<file path="src/rtl/pipe_ctrl.sv">
// Pipeline control: merges an EX redirect with layered hold requests into per-stage
// hold/flush vectors, drives the redirect handshake to pc_reg, a hold watchdog and a stall counter.
module pipe_ctrl #(
  parameter int unsigned STAGES   = 5,
  parameter int unsigned EX_STAGE = 2,
  parameter int unsigned NREQ     = 3,
  parameter int unsigned SW       = 3,
  parameter int unsigned ADDR_W   = 32,
  parameter int unsigned WDOG_W   = 8,
  parameter int unsigned CNT_W    = 32
) (
  input  logic                 clk,
  input  logic                 rst_n,
  input  logic                 jump_flag_i,
  input  logic [ADDR_W-1:0]    jump_addr_i,
  input  logic [NREQ-1:0]      hold_req_i,
  input  logic [NREQ*SW-1:0]   hold_depth_i,
  input  logic                 cnt_clr_i,
  output logic                 jump_flag_o,
  output logic [ADDR_W-1:0]    jump_addr_o,
  output logic [STAGES-1:0]    hold_o,
  output logic [STAGES-1:0]    flush_o,
  output logic                 wdog_o,
  output logic [CNT_W-1:0]     stall_cnt_o
);

  localparam logic [STAGES-1:0] FLUSH_MASK = STAGES'((2 ** (EX_STAGE + 1)) - 2);
  localparam logic [WDOG_W-1:0] WDOG_MAX   = '1;
  localparam logic [CNT_W-1:0]  CNT_MAX    = '1;

  typedef enum logic {ST_IDLE, ST_REDIRECT} state_e;

  state_e              state_q, state_d;
  logic [ADDR_W-1:0]   jaddr_q, jaddr_d;
  logic [WDOG_W-1:0]   wcnt_q, wcnt_d;
  logic                wdog_q, wdog_d;
  logic [CNT_W-1:0]    cnt_q, cnt_d;
  logic [STAGES-1:0]   hold_raw;
  logic                redirect_c;
  int unsigned         depth_max;
  int unsigned         field;

  // Deepest clamped freeze depth among active requesters sets the raw hold prefix
  always_comb begin
    depth_max = 0;
    field     = 0;
    for (int unsigned r = 0; r < NREQ; r++) begin
      if (hold_req_i[r]) begin
        field = 32'(hold_depth_i[r*SW +: SW]);
        if (field > STAGES) field = STAGES;
        if (field > depth_max) depth_max = field;
      end
    end
    for (int unsigned k = 0; k < STAGES; k++) begin
      hold_raw[k] = (k < depth_max);
    end
  end

  // Redirect FSM: stays in REDIRECT until pc_reg is not held
  always_comb begin
    state_d    = state_q;
    jaddr_d    = jaddr_q;
    redirect_c = 1'b0;
    case (state_q)
      ST_IDLE: begin
        if (jump_flag_i) begin
          state_d    = ST_REDIRECT;
          jaddr_d    = jump_addr_i;
          redirect_c = 1'b1;
        end
      end
      ST_REDIRECT: begin
        redirect_c = 1'b1;
        if (!hold_raw[0]) state_d = ST_IDLE;
      end
      default: state_d = ST_IDLE;
    endcase
  end

  always_comb begin
    wcnt_d = '0;
    wdog_d = 1'b0;
    if (hold_req_i != '0) begin
      wcnt_d = (wcnt_q == WDOG_MAX) ? WDOG_MAX : wcnt_q + WDOG_W'(1);
      wdog_d = wdog_q | (wcnt_d == WDOG_MAX);
    end
    cnt_d = cnt_q;
    if (cnt_clr_i) cnt_d = '0;
    else if (hold_raw[0] && (cnt_q != CNT_MAX)) cnt_d = cnt_q + CNT_W'(1);
  end

  always_ff @(posedge clk) begin
    if (!rst_n) begin
      state_q <= ST_IDLE;
      jaddr_q <= '0;
      wcnt_q  <= '0;
      wdog_q  <= 1'b0;
      cnt_q   <= '0;
    end else begin
      state_q <= state_d;
      jaddr_q <= jaddr_d;
      wcnt_q  <= wcnt_d;
      wdog_q  <= wdog_d;
      cnt_q   <= cnt_d;
    end
  end

  // Outputs forced low while reset is asserted; flush overrides hold per stage
  always_comb begin
    flush_o     = (rst_n && redirect_c) ? FLUSH_MASK : '0;
    hold_o      = rst_n ? (hold_raw & ~flush_o) : '0;
    jump_flag_o = rst_n && (state_q == ST_REDIRECT);
    jump_addr_o = rst_n ? jaddr_q : '0;
    wdog_o      = rst_n && wdog_q;
    stall_cnt_o = rst_n ? cnt_q : '0;
  end

endmodule

</file>
<file path="config.mk">
export PLATFORM = sky130hd
export DESIGN_NAME = pipe_ctrl
export DESIGN_NICKNAME = d
export VERILOG_FILES = /design/src/rtl/pipe_ctrl.sv
export SDC_FILE = /design/constraint.sdc
export NUM_CORES = 1
export LEC_CHECK = 0
export CAP_MARGIN = 20
export CORE_ASPECT_RATIO = 2
export CORE_MARGIN = 3
export CORE_UTILIZATION = 43
export CTS_CLUSTER_SIZE = 30
export DETAILED_ROUTE_END_ITERATION = 7
export PLACE_DENSITY = 0.85
export SYNTH_ARGS = -nofsm -noshare
export SYNTH_HDL_FRONTEND = slang
export SYNTH_SLANG_ARGS = --single-unit
</file>
<file path="constraint.sdc">
create_clock -name clk -period 4.5 [get_ports clk]
set_input_delay 0.9 -clock clk [delete_from_list [all_inputs] [get_ports clk]]
set_output_delay 0.9 -clock clk [all_outputs]
set_load 0.005 [all_outputs]
</file>
==> impl_metrics.toml <==
# physical design summary
[route]
route.top_layer_used = "met4"
wirelength_met1_mm = 4.48
route.antenna.remaining_nets = 0
detail_route.iter0.violations = 273
dr_wl_met2_mm = 7.00
route.detailed.wl_per_inst_um = 15.8
routed_via_density = 5.59
met3WireLength_um = 697
drc_errors = 0

[cts]
ctsLongestPathBuffers = 2
path_clk_slew_ns = 0.06
tritoncts_clock_tree = "yes"
cts.htree.levels = 3
clock.latency.late_pin_ns = 0.34
post_cts_hold_buffer_count = 0
clock_sink_count = 74

[final_timing]
max_freq_mhz = 226
final_hold_violating_endpoints = 0
timing.slew.headroom = 0.365
fin_crit_ns = 4.42
worst_slew_pin_slew_ns = 0.951
timing.final.max_slew_violations = 0
setup_viol = 0
fin_skew_ns = 0.00389
finalWorstSetupSlack_ns = 0.0848

[min_path]
hold_class = "flip-flop to flip-flop"
whs_endpoint = "jaddr_q[21]$_SDFFE_PN0P_"
min_delay_path_depth = 2
min-delay-start = "jaddr_q[21]$_SDFFE_PN0P_"

[final_layout]
clock_buffer_count = 9
finalNetCount = 728
signal_buffers = 162
ff_count = 74
layout.area.top_class = "combinational gates"
registers_with_the_most_flip_flops = "cnt_q (32), jaddr_q (32), wcnt_q (8)"
comb_cells = 415
combGateArea_um2 = 2710
area_share_clock_buf_inv = 0.0476
postLayoutCellArea_um2 = 6180
seq-cell-share = 0.240

[logic_synthesis]
synth-area-yosys_um2 = 4210
async_set_or_reset_flop_fraction_in_the_synthesized_netlist = 0
synth-edff-count = 0
yosysMostFrequentCell = "sky130_fd_sc_hd__nand2_1"
synth-adder-area-share = 0.0297
netlist_top_cells_area = "sky130_fd_sc_hd__dfxtp_1 (35%), sky130_fd_sc_hd__and2_1 (11%), sky130_fd_sc_hd__nand2_1 (7.4%)"
synth.yosys.warnings = 0
top_logic_kind = "simple AND/OR/NAND/NOR gates"
aoi_share = 0.196
flop_cell = "sky130_fd_sc_hd__dfxtp_1"
synth_top_cell_by_area = "sky130_fd_sc_hd__dfxtp_1"
synth_stat.cells = 538
synth.distinct_cells = 45
synth_area_per_cell_um2 = 7.82
total_standard_cell_area_after_synthesis_um2 = 4210
synth.mux.area_fraction = 0.00476
synth-seq-area-share = 0.352

[global_route]
grt_overflow_total = 0
grt.total_usage = 0.218
antenna_found_initial = 0
grt.busiest_layer = "met2"
global_route_met2_utilization = 0.418
grt_pass1_wl_mm = 20.1

[critical_path]
r2r_cells = 7
timing.critical_path.arrival_ns = 3.52
reg2reg_from = "cnt_q[0]$_SDFFE_PP0P_"
path_max_fanout = 4
critical_path_class = "input pin to primary output"
worstPathRequired_ns = 3.60
reg2reg_setup_slack_ns = 2.13
cp-start-kind = "input pin"
critical_path.endpoint_type = "primary output"
timing.critical_path.slowest_cell_delay_ns = 0.34
worstSetupStartpoint = "hold_depth_i[3]"
r2r_end = "cnt_q[31]$_SDFFE_PP0P_"

[floorplan]
core_util_floorplan = 0.445
io-pin-count = 124
placement_rows = 50
die-height_um = 146

[run]
maxcap_violations = 0

[power_and_ir_drop]
irDropWorstVdd_v = 0.000225
power_leakage_nw = 2.23
total_net_switching_power_mw = 0.449
p_clk_frac = 0.415
fin_total_pwr_mw = 1.71
seq_power_share = 0.402

[place]
io_buffers = 120
dp_cells = 767
dp_slack_ns = -0.846
placedInstanceArea_um2 = 5550

[run_status]
run_status = "complete, no violations"
==> power groups by stage <==
stage / sequential [mW] / combinational (mW) / clock [mW]
6_report: 0.688 / 0.314 / 0.711
5_1_grt: 0.691 / 0.337 / 0.751
4_1_cts: 0.689 / 0.276 / 0.720
3_5_place_dp: 0.703 / 0.245 / 0
3_3_place_gp: 0.701 / 0.236 / 0
2_1_floorplan: 0.699 / 0.124 / 0
==> worst max-delay path: cells and delay by family <==
| family | cells | cell delay [ns] |
|---|---|---|
| AOI/OAI and AO/OA | 7 | 1.11 |
| adders and majority gates | 2 | 0.59 |
| buffers and inverters | 5 | 0.72 |
| and+or+nand+nor | 2 | 0.17 |
==> timing repair <==
action	CTS	global route
pin swaps	16	12
gates resized	53	27
setup endpoints to repair	4	4
buffers inserted	17	5
Gate-type map:
The bar under the picture is 20 um long.
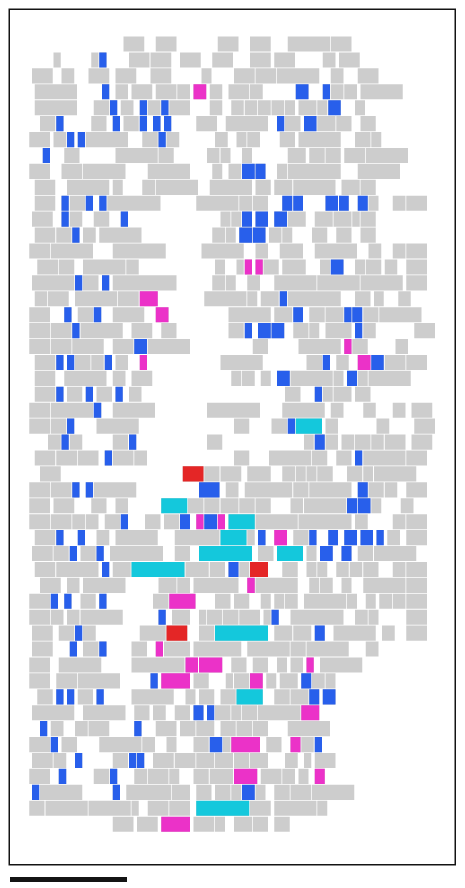
legend:
  cyan:
    family: fa/ha/maj cells
    cells: 10
  red:
    family: non-inverting ao/oa cells
    cells: 3
  magenta:
    family: nor cells
    cells: 25
  blue:
    family: nand cells
    cells: 125
    where: spread over the die
final cell count without fillers: 805
proportion of cell area occupied by multi-input gates: 0.439
Top cell excl fill/tap: sky130_fd_sc_hd__clkdlybuf4s50_1

The metal 1 layer:
The bar under the picture is 20 um long. Supply wires on this layer in grey.
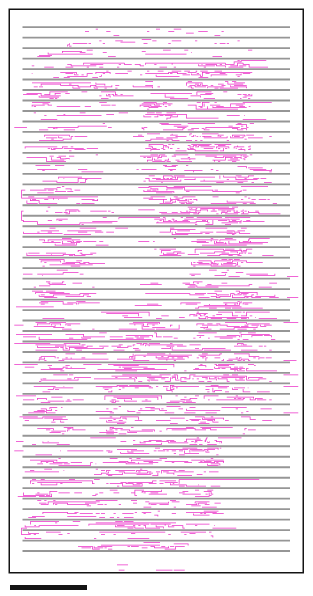
main direction: horizontal
share of all routed wire: 35%
wire length on this layer: 4,480 um
longest straight run: 20.7 um
nets with wire on the layer: 655
met1 Use GR: 0.198
total number of vias: 4,502
final wirelength: 12.7 mm

Power and IR drop assume default switching activity.
